detail.png
Region (27, 107) to (52, 132) um. Cells in grey, sequential cells in the stronger grey; small squares are vias.
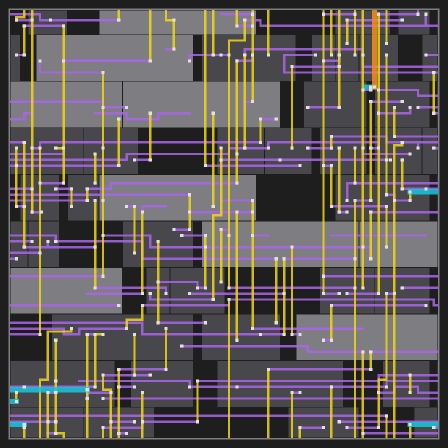
layer_met1.png
Drawn at 3 px/um.
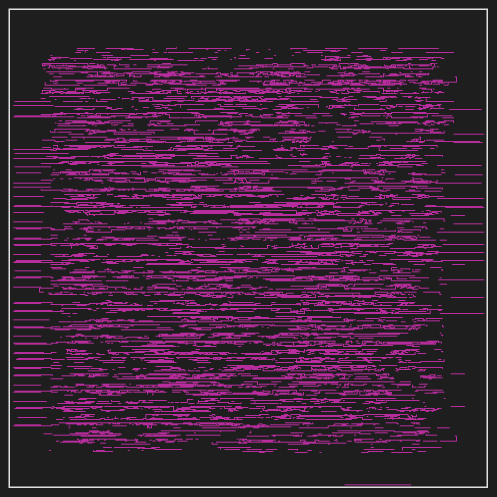
sizes.png
Drawn at 2 px/um.
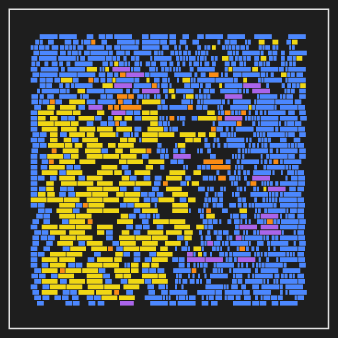
congestion.png
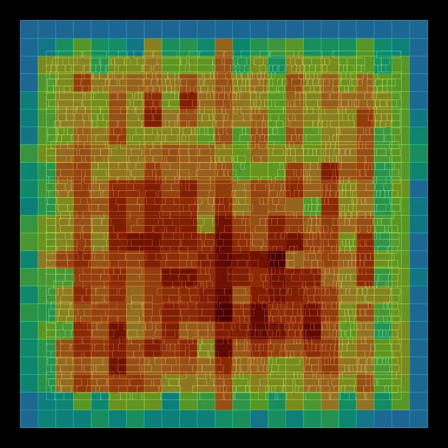
placement_by_type.png
Drawn at 2 px/um.
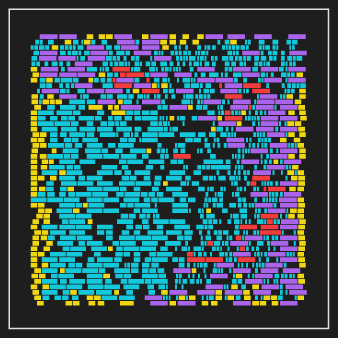
`src/rtl/serial_link_train_if.sv`:
```
// Receiver-side training handshake bundle for serial_link_train.
// master drives the receiver inputs; slave is the trainer itself.
interface serial_link_train_if;
    logic        enable;
    logic        retrain;
    logic [63:0] word;
    logic        word_valid;
    logic        phy_init;
    logic [5:0]  slip;
    logic [2:0]  state;
    logic        link_up;
    logic        fail;
    logic [63:0] data;
    logic        data_valid;
    logic [15:0] err_cnt;

    modport master (
        output enable, retrain, word, word_valid,
        input  phy_init, slip, state, link_up, fail,
        input  data, data_valid, err_cnt
    );

    modport slave (
        input  enable, retrain, word, word_valid,
        output phy_init, slip, state, link_up, fail,
        output data, data_valid, err_cnt
    );
endinterface

```
`src/rtl/serial_link_train.sv`:
```
// Word-alignment trainer: calibrate, settle, hunt a bit slip for PATTERN,
// confirm LOCK_WORDS matches, then forward aligned words while the link is up.
module serial_link_train #(
    parameter logic [63:0] PATTERN    = 64'h0123_4567_89AB_CDEF,
    parameter int unsigned CAL_LEN    = 4,
    parameter int unsigned SETTLE     = 64,
    parameter int unsigned LOCK_WORDS = 8,
    parameter int unsigned MAX_TRIES  = 3
) (
    input logic                clks,
    input logic                rsts,
    serial_link_train_if.slave lnk
);

    typedef enum logic [2:0] {
        S_IDLE   = 3'd0,
        S_CAL    = 3'd1,
        S_SETTLE = 3'd2,
        S_HUNT   = 3'd3,
        S_LOCK   = 3'd4,
        S_UP     = 3'd5,
        S_FAIL   = 3'd6
    } state_e;

    state_e      state_q, state_d;
    logic        phy_init_q, phy_init_d;
    logic [5:0]  slip_q, slip_d;
    logic        link_up_q, link_up_d;
    logic        fail_q, fail_d;
    logic [63:0] data_q, data_d;
    logic        data_valid_q, data_valid_d;
    logic [15:0] err_cnt_q, err_cnt_d;
    logic [15:0] cnt_q, cnt_d;
    logic [7:0]  good_q, good_d;
    logic [3:0]  sweep_q, sweep_d;

    logic [127:0] dbl;
    logic [63:0]  rot;
    logic         match;
    logic         miss;
    logic [3:0]   sweep_inc;
    logic [7:0]   good_inc;

    // Upper half of the doubled word shifted left is a rotate-left.
    assign dbl       = {lnk.word, lnk.word} << slip_q;
    assign rot       = dbl[127:64];
    assign match     = (rot == PATTERN);
    assign sweep_inc = sweep_q + 4'd1;
    assign good_inc  = good_q + 8'd1;

    always_comb begin
        state_d      = state_q;
        phy_init_d   = phy_init_q;
        slip_d       = slip_q;
        data_d       = data_q;
        data_valid_d = 1'b0;
        err_cnt_d    = err_cnt_q;
        cnt_d        = cnt_q;
        good_d       = good_q;
        sweep_d      = sweep_q;
        miss         = 1'b0;

        if (!lnk.enable) begin
            state_d    = S_IDLE;
            phy_init_d = 1'b0;
            cnt_d      = '0;
            good_d     = '0;
            sweep_d    = '0;
        end else begin
            unique case (state_q)
                S_IDLE: begin
                    state_d    = S_CAL;
                    phy_init_d = 1'b1;
                    cnt_d      = '0;
                    sweep_d    = '0;
                end
                S_CAL: begin
                    if (cnt_q == 16'(CAL_LEN - 1)) begin
                        state_d    = S_SETTLE;
                        phy_init_d = 1'b0;
                        cnt_d      = '0;
                    end else begin
                        cnt_d = cnt_q + 16'd1;
                    end
                end
                S_SETTLE: begin
                    if (cnt_q == 16'(SETTLE - 1)) begin
                        state_d = S_HUNT;
                        cnt_d   = '0;
                    end else begin
                        cnt_d = cnt_q + 16'd1;
                    end
                end
                S_HUNT: begin
                    if (lnk.word_valid) begin
                        if (match) begin
                            good_d  = 8'd1;
                            state_d = (LOCK_WORDS == 1) ? S_UP : S_LOCK;
                        end else begin
                            miss = 1'b1;
                        end
                    end
                end
                S_LOCK: begin
                    if (lnk.word_valid) begin
                        if (match) begin
                            good_d = good_inc;
                            if (good_inc == 8'(LOCK_WORDS))
                                state_d = S_UP;
                        end else begin
                            miss = 1'b1;
                            if (err_cnt_q != 16'hFFFF)
                                err_cnt_d = err_cnt_q + 16'd1;
                        end
                    end
                end
                S_UP: begin
                    if (lnk.word_valid) begin
                        data_d       = rot;
                        data_valid_d = 1'b1;
                    end
                    if (lnk.retrain) begin
                        state_d    = S_CAL;
                        phy_init_d = 1'b1;
                        cnt_d      = '0;
                        good_d     = '0;
                        sweep_d    = '0;
                    end
                end
                S_FAIL: begin
                    state_d = S_FAIL;
                end
                default: begin
                    state_d    = S_IDLE;
                    phy_init_d = 1'b0;
                end
            endcase

            // A mismatch advances the slip; wrapping closes one full sweep.
            if (miss) begin
                slip_d  = slip_q + 6'd1;
                good_d  = '0;
                state_d = S_HUNT;
                if (slip_q == 6'd63) begin
                    sweep_d = sweep_inc;
                    cnt_d   = '0;
                    if (sweep_inc == 4'(MAX_TRIES)) begin
                        state_d = S_FAIL;
                    end else begin
                        state_d    = S_CAL;
                        phy_init_d = 1'b1;
                    end
                end
            end
        end

        link_up_d = (state_d == S_UP);
        fail_d    = (state_d == S_FAIL);
    end

    always_ff @(posedge clks or posedge rsts) begin
        if (rsts) begin
            state_q      <= S_IDLE;
            phy_init_q   <= 1'b0;
            slip_q       <= '0;
            link_up_q    <= 1'b0;
            fail_q       <= 1'b0;
            data_q       <= '0;
            data_valid_q <= 1'b0;
            err_cnt_q    <= '0;
            cnt_q        <= '0;
            good_q       <= '0;
            sweep_q      <= '0;
        end else begin
            state_q      <= state_d;
            phy_init_q   <= phy_init_d;
            slip_q       <= slip_d;
            link_up_q    <= link_up_d;
            fail_q       <= fail_d;
            data_q       <= data_d;
            data_valid_q <= data_valid_d;
            err_cnt_q    <= err_cnt_d;
            cnt_q        <= cnt_d;
            good_q       <= good_d;
            sweep_q      <= sweep_d;
        end
    end

    assign lnk.phy_init   = phy_init_q;
    assign lnk.slip       = slip_q;
    assign lnk.state      = state_q;
    assign lnk.link_up    = link_up_q;
    assign lnk.fail       = fail_q;
    assign lnk.data       = data_q;
    assign lnk.data_valid = data_valid_q;
    assign lnk.err_cnt    = err_cnt_q;

endmodule

```
`src/flat_wrapper.sv`:
```
// flat-port wrapper written by rule: the top's interface ports become plain ports
module serial_link_train_flat 
#(
    parameter logic [63:0] PATTERN    = 64'h0123_4567_89AB_CDEF,
    parameter int unsigned CAL_LEN    = 4,
    parameter int unsigned SETTLE     = 64,
    parameter int unsigned LOCK_WORDS = 8,
    parameter int unsigned MAX_TRIES  = 3
)
  (clks, rsts, lnk_enable, lnk_retrain, lnk_word, lnk_word_valid, lnk_phy_init, lnk_slip, lnk_state, lnk_link_up, lnk_fail, lnk_data, lnk_data_valid, lnk_err_cnt);
  serial_link_train_if lnk_i ();
  input logic clks;
  input logic rsts;
  input wire logic [$bits(lnk_i.enable)-1:0] lnk_enable;
  input wire logic [$bits(lnk_i.retrain)-1:0] lnk_retrain;
  input wire logic [$bits(lnk_i.word)-1:0] lnk_word;
  input wire logic [$bits(lnk_i.word_valid)-1:0] lnk_word_valid;
  output wire logic [$bits(lnk_i.phy_init)-1:0] lnk_phy_init;
  output wire logic [$bits(lnk_i.slip)-1:0] lnk_slip;
  output wire logic [$bits(lnk_i.state)-1:0] lnk_state;
  output wire logic [$bits(lnk_i.link_up)-1:0] lnk_link_up;
  output wire logic [$bits(lnk_i.fail)-1:0] lnk_fail;
  output wire logic [$bits(lnk_i.data)-1:0] lnk_data;
  output wire logic [$bits(lnk_i.data_valid)-1:0] lnk_data_valid;
  output wire logic [$bits(lnk_i.err_cnt)-1:0] lnk_err_cnt;
  assign lnk_i.enable = lnk_enable;
  assign lnk_i.retrain = lnk_retrain;
  assign lnk_i.word = lnk_word;
  assign lnk_i.word_valid = lnk_word_valid;
  assign lnk_phy_init = lnk_i.phy_init;
  assign lnk_slip = lnk_i.slip;
  assign lnk_state = lnk_i.state;
  assign lnk_link_up = lnk_i.link_up;
  assign lnk_fail = lnk_i.fail;
  assign lnk_data = lnk_i.data;
  assign lnk_data_valid = lnk_i.data_valid;
  assign lnk_err_cnt = lnk_i.err_cnt;
  serial_link_train #(.PATTERN(PATTERN), .CAL_LEN(CAL_LEN), .SETTLE(SETTLE), .LOCK_WORDS(LOCK_WORDS), .MAX_TRIES(MAX_TRIES)) u_core (.clks(clks), .rsts(rsts), .lnk(lnk_i));
endmodule
```
`config.mk`:
```
export PLATFORM = sky130hd
export DESIGN_NAME = serial_link_train_flat
export DESIGN_NICKNAME = d
export VERILOG_FILES = /design/src/rtl/serial_link_train_if.sv /design/src/rtl/serial_link_train.sv /design/src/flat_wrapper.sv
export SDC_FILE = /design/constraint.sdc
export NUM_CORES = 1
export LEC_CHECK = 0
export CORE_MARGIN = 10
export CORE_UTILIZATION = 61
export CTS_CLUSTER_DIAMETER = 30
export DETAILED_ROUTE_END_ITERATION = 6
export MAX_ROUTING_LAYER = met4
export PLACE_DENSITY_LB_ADDON = 0.25
export SLEW_MARGIN = 20
export SYNTH_ARGS = -nofsm -noshare
export SYNTH_HDL_FRONTEND = slang
export SYNTH_SLANG_ARGS = --single-unit
```
`constraint.sdc`:
```
create_clock -name clks -period 6.5 [get_ports clks]
set_input_delay 1.3 -clock clks [delete_from_list [all_inputs] [get_ports clks]]
set_output_delay 1.3 -clock clks [all_outputs]
set_load 0.01 [all_outputs]
```
==> out/metrics.yaml <==
outcome:
  outcome: "completed"
clock_tree:
  ctsHoldBuffers: 0
  clock_sinks: 121
  cts_tree: "yes"
  max-clock-path-buffers: 2
  clock_latency_ns: 0.42
timing:
  timing.final.crit_share_pct: 81.32
  hold_violations: 0
  rsz0062_at_grt: "false"
run:
  cap_violations: 0
cells_and_area:
  fillers: 1321
  final_nets: 1330
  largest_reg_flops: 64
  flop_area_mm2: 0.003034
  drive_above_1_share_pct: 22.57
setup_path:
  required_ns: 6.86
  worstSetupStartpointType: "primary input"
  critPathTopFamily: "simple AND/OR/NAND/NOR gates"
  end_kind: "flop"
yosys:
  synthTopCellsByArea: "dfrtp_1, mux4_2, mux2i_1, mux2_2, nand2_1"
  ys_warn_count: 0
  adder_share_pct: 0.6384
  common_cells: "mux4_2, dfrtp_1, nand2_1"
  synthMostInstantiatedCell: "mux4_2"
  ff_type: "dfrtp_1"
  simple_gate_share_pct: 15.87
  syn_inst: 1141
  yosys-mux-area-fraction_pct: 39.35
  yosysSeqAreaShare_pct: 25.75
  ys_sh_aoi_pct: 11.97
global_routing:
  grt_pass1_vias: 10285
  grt_pass1_wl_mm: 61.53
  antenna_found_initial: 0
placement:
  gp_congestion: 1.038
  dp_slack_ns: 0.8816
pwr:
  p_comb_share_pct: 58.3
  seq_power_share_pct: 20.5
  p_leak_uw: 0.005350
  irDropWorstVdd_v: 0.0002411
die:
  ios: 162
  dieArea_mm2: 0.02523
  die_x_um: 158.8
  fp_util_pct: 62.45
route:
  drtPass1Iterations: 6
  detail-route-antenna-nets: 0
  drc: 0
  drt-initial-drc-count: 1331
Notes on detail.png above:
metal 1 -> purple
metal 3 -> cyan
metal 4 -> orange
metal 2 -> yellow
sequential cells in the window = 9
cells with their middle in the window = 43
netlist names of flops here include = u_core.lnk.err_cnt (6), u_core.good_q (2)
most frequent = dfrtp_1 (9), xnor2_1 (4)

Notes on layer_met1.png above:
share of all routed wire = 40%
wire length on this layer = 15800 um
longest straight run = 40.9 um
DRT Wirelength: 39.34 mm
grt met1 use: 41.92%

Notes on sizes.png above:
_0 and _1 cells -> blue  # cells 981, share 77%
_3 and _4 cells -> orange  # cells 38, share 3.0%
_6 and larger -> purple  # cells 24, share 1.9%
_2 cells -> yellow  # cells 224, share 18%
final worst slack: 1.214 ns
Non-Clock Buffer Count: 188
Design Area, Final: 0.01400 mm2
Synth-to-Final Area Change: 19.03%

Notes on congestion.png above:
met2 Track Usage GR: 44.48%
gr usage total: 31.19%
post-DR wirelength/cell: 25.76 um
Core Util, Final: 74.33%
global routing's busiest layer: met2

Notes on placement_by_type.png above:
sequential cells -> purple  # cells 121, share of their area 22%
remaining buffers and delay cells -> yellow  # cells 188, share of their area 14%
clock drivers and dummy loads -> red  # cells 31, share of their area 4.0%
combinational and other logic -> cyan  # cells 927, share of their area 60%
flop share of the area: 21.68%
Core ar.: 0.01883 mm2
FP Rows: 50

## power by group through the flow
stage	clock network, uW	logic, uW	registers (uW)
final	893	2460	866
after detailed placement	0	2360	880
after global routing	933	2540	878
after floorplan	0	1720	833
after global placement	0	2350	878
after CTS	896	2370	867
## cell usage in the layout, fill, tap and decap left out, types with 6 or more instances in the layout
cell type / synthesis / final
nand3_1: 25 / 25
buf_4: 2 / 24
dfrtp_1: 121 / 118
nor3_1: 10 / 10
nand2b_1: 8 / 8
nand3b_1: 12 / 12
xnor2_1: 22 / 22
a21oi_2: 9 / 9
inv_1: 10 / 9
nand2_1: 119 / 119
o211ai_1: 6 / 6
clkbuf_16: 0 / 17
clkdlybuf4s50_1: 0 / 161
mux2_2: 58 / 58
a21oi_1: 52 / 52
o22ai_1: 11 / 11
nand4_1: 9 / 9
mux4_2: 134 / 134
a211oi_1: 7 / 7
nor4b_1: 7 / 7
a21o_1: 10 / 10
and3_1: 28 / 28
a22o_1: 10 / 10
a31oi_1: 7 / 7
mux2i_1: 94 / 94
and2_1: 7 / 7
nor2_1: 103 / 103
o21ai_0: 83 / 83
ha_1: 6 / 6
nor4_1: 11 / 11
## through the flow
stage,cell area (um2),power (uW),hold slack [ns],instances
after floorplan,11760,2549,0.4969,1141
after detailed placement,13450,3236,0.4585,1496
after CTS,14000,4135,0.4708,1527
after global routing,14000,4352,0.4940,1527
final,14000,4215,0.4675,1527
after global placement,13440,3230,0.4502,1496
## final cells by class
type / count / share of cell area, %
inverter: 12 / 0.3576
timing repair buffer: 188 / 13.23
multi-input combinational: 915 / 58.47
sequential: 121 / 21.68
clock buffer: 17 / 3.040
tap: 260 / 2.324
clock inverter: 14 / 0.8940
## worst paths after layout
check | startpoint | to | slack (ns) | depth (start not counted)
max | lnk_word[44] | u_core.good_q[5]$_DFFE_PP0P_ | 1.21 | 12
min | u_core.lnk.data[19]$_DFFE_PP0P_ | u_core.lnk.data[19]$_DFFE_PP0P_ | 0.47 | 2
max reg2reg | u_core.lnk.slip[1]$_DFFE_PP0P_ | u_core.good_q[5]$_DFFE_PP0P_ | 1.38 | 12
min reg2reg | u_core.lnk.data[19]$_DFFE_PP0P_ | u_core.lnk.data[19]$_DFFE_PP0P_ | 0.47 | 2
max in group asynchronous | rsts | u_core.lnk.data[38]$_DFFE_PP0P_ | 3.87 | 3
min in group asynchronous | rsts | u_core.lnk.err_cnt[7]$_DFFE_PP0P_ | 1.39 | 2
## cell families (layout without fill, tap and decap cells)
logic type               count (synthesis)  in the layout
AND-OR/OR-AND                          223            223
multiplexers                           287            287
adder cells (fa/ha/maj)                  6              6
AND/OR/NAND/NOR                        376            376
XOR/XNOR                                23             23
buffers and inverters                  105            231
flip-flops                             121            121
## layer usage
metal | global-route usage (%) | share of wire [%] | wire length [um]
met1 | 41.92 | 40 | 15800
met2 | 44.48 | 45 | 17520
met3 | 7.307 | 11 | 4173
met4 | 13.22 | 4.7 | 1853
met5 | - | 0 | 0
Power is estimated from default activity; no workload was simulated.
